Figure 1. Signal wires on met1.
Scale bar: 20 µm.
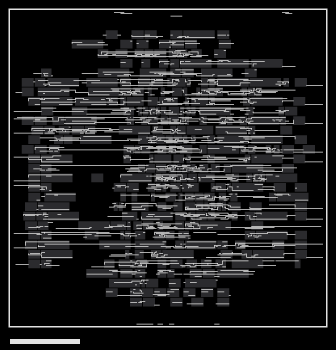
Figure 2. The metal 2 layer.
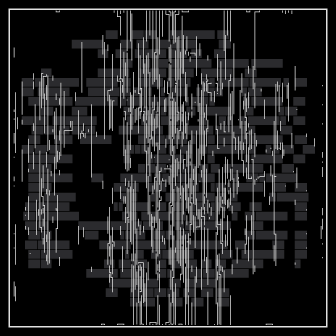
$ cat config.mk
export PLATFORM = sky130hd
export DESIGN_NAME = mac_accumulator
export DESIGN_NICKNAME = d
export VERILOG_FILES = /design/src/rtl/mac_accumulator.sv
export SDC_FILE = /design/constraint.sdc
export NUM_CORES = 1
export LEC_CHECK = 0
export CORE_MARGIN = 3
export CORE_UTILIZATION = 40
export DETAILED_ROUTE_END_ITERATION = 8
export PLACE_DENSITY = 0.82
export SYNTH_ARGS = -nofsm -noshare
export SYNTH_HDL_FRONTEND = slang
export SYNTH_SLANG_ARGS = --single-unit
$ cat constraint.sdc
create_clock -name clk -period 2.9 [get_ports clk]
set_clock_uncertainty 0.05 [all_clocks]
set_input_delay 0.29 -clock clk [delete_from_list [all_inputs] [get_ports clk]]
set_output_delay 0.29 -clock clk [all_outputs]
set_load 0.03 [all_outputs]
$ cat src/rtl/mac_accumulator.sv
// Purpose: accumulates KLEN (activation, weight) products through an external PE,
//          then requantises the 31-bit sum to 16 bits (round, shift, optional ReLU, clip).
// Latency: out_valid asserts the cycle after the KLEN-th accepted term.
// Backpressure: holds the result until out_ready; in_ready stays low while holding.
// Ports: clk, rst_n, clr; in_valid/in_ready/in_data/in_weight term input;
//        pe_a/pe_b/pe_initsum/pe_result external PE link;
//        out_valid/out_ready/out_data/out_sat result output.
module mac_accumulator #(
  parameter int unsigned KLEN  = 9,
  parameter int unsigned SHIFT = 8,
  parameter int unsigned RELU  = 1
) (
  input  logic        clk,
  input  logic        rst_n,
  input  logic        clr,
  input  logic        in_valid,
  output logic        in_ready,
  input  logic [15:0] in_data,
  input  logic [15:0] in_weight,
  output logic [15:0] pe_a,
  output logic [15:0] pe_b,
  output logic [30:0] pe_initsum,
  input  logic [30:0] pe_result,
  output logic        out_valid,
  input  logic        out_ready,
  output logic [15:0] out_data,
  output logic        out_sat
);

  localparam int unsigned CW   = (KLEN > 1) ? $clog2(KLEN) : 1;
  localparam logic [CW-1:0] LAST = CW'(KLEN - 1);
  localparam logic signed [31:0] RND = 32'sd1 <<< (SHIFT - 1);

  typedef enum logic {ACC = 1'b0, OUT = 1'b1} state_t;

  state_t        state_q, state_d;
  logic [30:0]   acc_q, acc_d;
  logic [CW-1:0] cnt_q, cnt_d;
  logic [15:0]   out_data_d;
  logic          out_sat_d;

  logic signed [31:0] rq_ext, rq_rnd, rq_shr, rq_relu;
  logic [15:0]        q_data;
  logic               q_sat;

  assign pe_a       = in_data;
  assign pe_b       = in_weight;
  assign pe_initsum = acc_q;

  // Requantise the PE output. The 32-bit extension leaves headroom for the
  // rounding add, so the largest 31-bit sum cannot wrap.
  always_comb begin
    rq_ext  = {pe_result[30], pe_result};
    rq_rnd  = rq_ext + RND;
    rq_shr  = rq_rnd >>> SHIFT;
    rq_relu = rq_shr;
    if (RELU != 0 && rq_shr < 0) rq_relu = '0;
    q_sat  = 1'b0;
    q_data = rq_relu[15:0];
    if (rq_relu > 32'sd32767) begin
      q_data = 16'h7FFF;
      q_sat  = 1'b1;
    end else if (rq_relu < -32'sd32767) begin
      // Symmetric clip: 0x8000 is never produced.
      q_data = 16'h8001;
      q_sat  = 1'b1;
    end
  end

  always_comb begin
    state_d    = state_q;
    acc_d      = acc_q;
    cnt_d      = cnt_q;
    out_data_d = out_data;
    out_sat_d  = out_sat;
    in_ready   = 1'b0;
    out_valid  = 1'b0;
    case (state_q)
      ACC: begin
        in_ready = 1'b1;
        if (in_valid) begin
          if (cnt_q == LAST) begin
            out_data_d = q_data;
            out_sat_d  = q_sat;
            acc_d      = '0;
            cnt_d      = '0;
            state_d    = OUT;
          end else begin
            acc_d = pe_result;
            cnt_d = cnt_q + 1'b1;
          end
        end
      end
      OUT: begin
        out_valid = 1'b1;
        if (out_ready) state_d = ACC;
      end
      default: state_d = ACC;
    endcase
    // Abort overrides any accept or handshake in the same cycle.
    if (clr) begin
      state_d    = ACC;
      acc_d      = '0;
      cnt_d      = '0;
      out_data_d = out_data;
      out_sat_d  = out_sat;
    end
  end

  always_ff @(posedge clk or negedge rst_n) begin
    if (!rst_n) begin
      state_q  <= ACC;
      acc_q    <= '0;
      cnt_q    <= '0;
      out_data <= '0;
      out_sat  <= 1'b0;
    end else begin
      state_q  <= state_d;
      acc_q    <= acc_d;
      cnt_q    <= cnt_d;
      out_data <= out_data_d;
      out_sat  <= out_sat_d;
    end
  end

endmodule

==> flow_summary.html <==
<h3>Flow metrics</h3>
<table>
<tr><th>Metric</th><th>Value</th></tr>
<tr><th colspan="2">Setup path</th></tr>
<tr><td>Worst EP required</td><td>3.02 ns</td></tr>
<tr><td>Family with the most delay on the worst path</td><td>simple AND/OR/NAND/NOR gates</td></tr>
<tr><td>List of cells traversed by the critical path</td><td>clkdlybuf4s50_1 &gt; ha_1 &gt; nand3_1 &gt; or4_1 &gt; or4b_4 &gt; a22oi_4 &gt; a31oi_1</td></tr>
<tr><td>Sum of buffers and inverters on the critical path</td><td>1</td></tr>
<tr><td>Reg-to-reg critical path startpoint</td><td>state_q$_DFF_PN0_</td></tr>
<tr><td>Type of the setup path with the least slack</td><td>in2reg</td></tr>
<tr><th colspan="2">Final layout</th></tr>
<tr><td>Final-layout fill cell count</td><td>563</td></tr>
<tr><td>Clock buf/inv share</td><td>2.207%</td></tr>
<tr><td>Commonest non-fill, non-tap cell in the layout</td><td>clkdlybuf4s50_1</td></tr>
<tr><td>P&amp;R area growth vs syn</td><td>32.70%</td></tr>
<tr><td>Portion of the layout cell area used by non-clock buffers</td><td>27.22%</td></tr>
<tr><td>Post-route design area</td><td>0.003742 mm²</td></tr>
<tr><td>Clock buffers</td><td>6</td></tr>
<tr><td>Multi-input gate share of total cell area</td><td>31.23%</td></tr>
<tr><td>Non-clock buffer count</td><td>108</td></tr>
<tr><th colspan="2">Synthesis</th></tr>
<tr><td>Summed standard-cell area reported by yosys</td><td>0.002820 mm²</td></tr>
<tr><td>EDFF count, synth</td><td>0</td></tr>
<tr><td>Mean Syn Cell Area</td><td>10.29 µm²</td></tr>
<tr><td>Most area-hungry cell type in the Yosys netlist</td><td>dfrtp_1</td></tr>
<tr><td>Prevailing post-synth register cell</td><td>dfrtp_1</td></tr>
<tr><td>Async set-or-reset flop fraction in the synthesized netlist</td><td>100.0%</td></tr>
<tr><td>Cell count after synthesis</td><td>274</td></tr>
<tr><td>Most common cell in the synthesized netlist</td><td>dfrtp_1</td></tr>
<tr><th colspan="2">Drt</th></tr>
<tr><td>Length of the first detailed-routing pass in iterations</td><td>4</td></tr>
<tr><td>Routed length on met3</td><td>399 µm</td></tr>
<tr><td>Routed wirelength normalized by instance count</td><td>16.56 µm</td></tr>
<tr><td>Starting DRC count in detailed routing</td><td>100</td></tr>
<tr><td>Post-route met1 wirelength</td><td>3281 µm</td></tr>
<tr><td>Uppermost layer routed</td><td>met4</td></tr>
<tr><th colspan="2">Final timing</th></tr>
<tr><td>Max Freq</td><td>391.5 MHz</td></tr>
<tr><td>Number of endpoints failing setup at the final stage</td><td>0</td></tr>
<tr><th colspan="2">CTS</th></tr>
<tr><td>Maximum number of buffers from clock root to sink</td><td>2</td></tr>
<tr><td>Postcts setup bufs</td><td>0</td></tr>
<tr><td>CTS H-tree lvls</td><td>2</td></tr>
<tr><td>Insertion delay to the later sink of the worst-skew pair</td><td>0.31 ns</td></tr>
<tr><th colspan="2">Die</th></tr>
<tr><td>Number of well taps</td><td>93</td></tr>
<tr><td>Standard-cell row count</td><td>29</td></tr>
<tr><th colspan="2">GRT</th></tr>
<tr><td>Number of antenna violations at the first check in global routing</td><td>0</td></tr>
<tr><td>First-pass GRT wire length</td><td>12010 µm</td></tr>
<tr><th colspan="2">Min path</th></tr>
<tr><td>Worst Hold Class</td><td>in2async</td></tr>
<tr><th colspan="2">Power</th></tr>
<tr><td>Static leakage</td><td>1.600 nW</td></tr>
<tr><td>Share of total power in sequential cells</td><td>51.2%</td></tr>
<tr><td>PnR Total Power</td><td>1.564 mW</td></tr>
<tr><td>Internal power</td><td>1.108 mW</td></tr>
<tr><td>Power per cell area</td><td>417.8 mW/mm²</td></tr>
<tr><th colspan="2">Place</th></tr>
<tr><td>Global placement routability congestion</td><td>0.8998</td></tr>
<tr><td>Number of placed instances with taps included</td><td>429</td></tr>
<tr><th colspan="2">Status</th></tr>
<tr><td>Outcome</td><td>complete, no violations</td></tr>
<tr><th colspan="2">Flow run</th></tr>
<tr><td>Number of OpenROAD warnings</td><td>27</td></tr>
</table>
## Picture notes: Figure 1
nets with wire on the layer: 341
wire length on this layer: 3280 µm
share of all routed wire: 45%
final wirelength: 7236 µm
routed vias: 2345
met1 GRT Util: 23.64%

## Picture notes: Figure 2
longest straight run: 32.6 µm
main direction: vertical
nets with wire on the layer: 344
share of all routed wire: 47%
wire length on this layer: 3430 µm
fraction of met2 tracks used by global routing: 28.95%

No activity file was given, so power comes from the tool's default toggle rates.
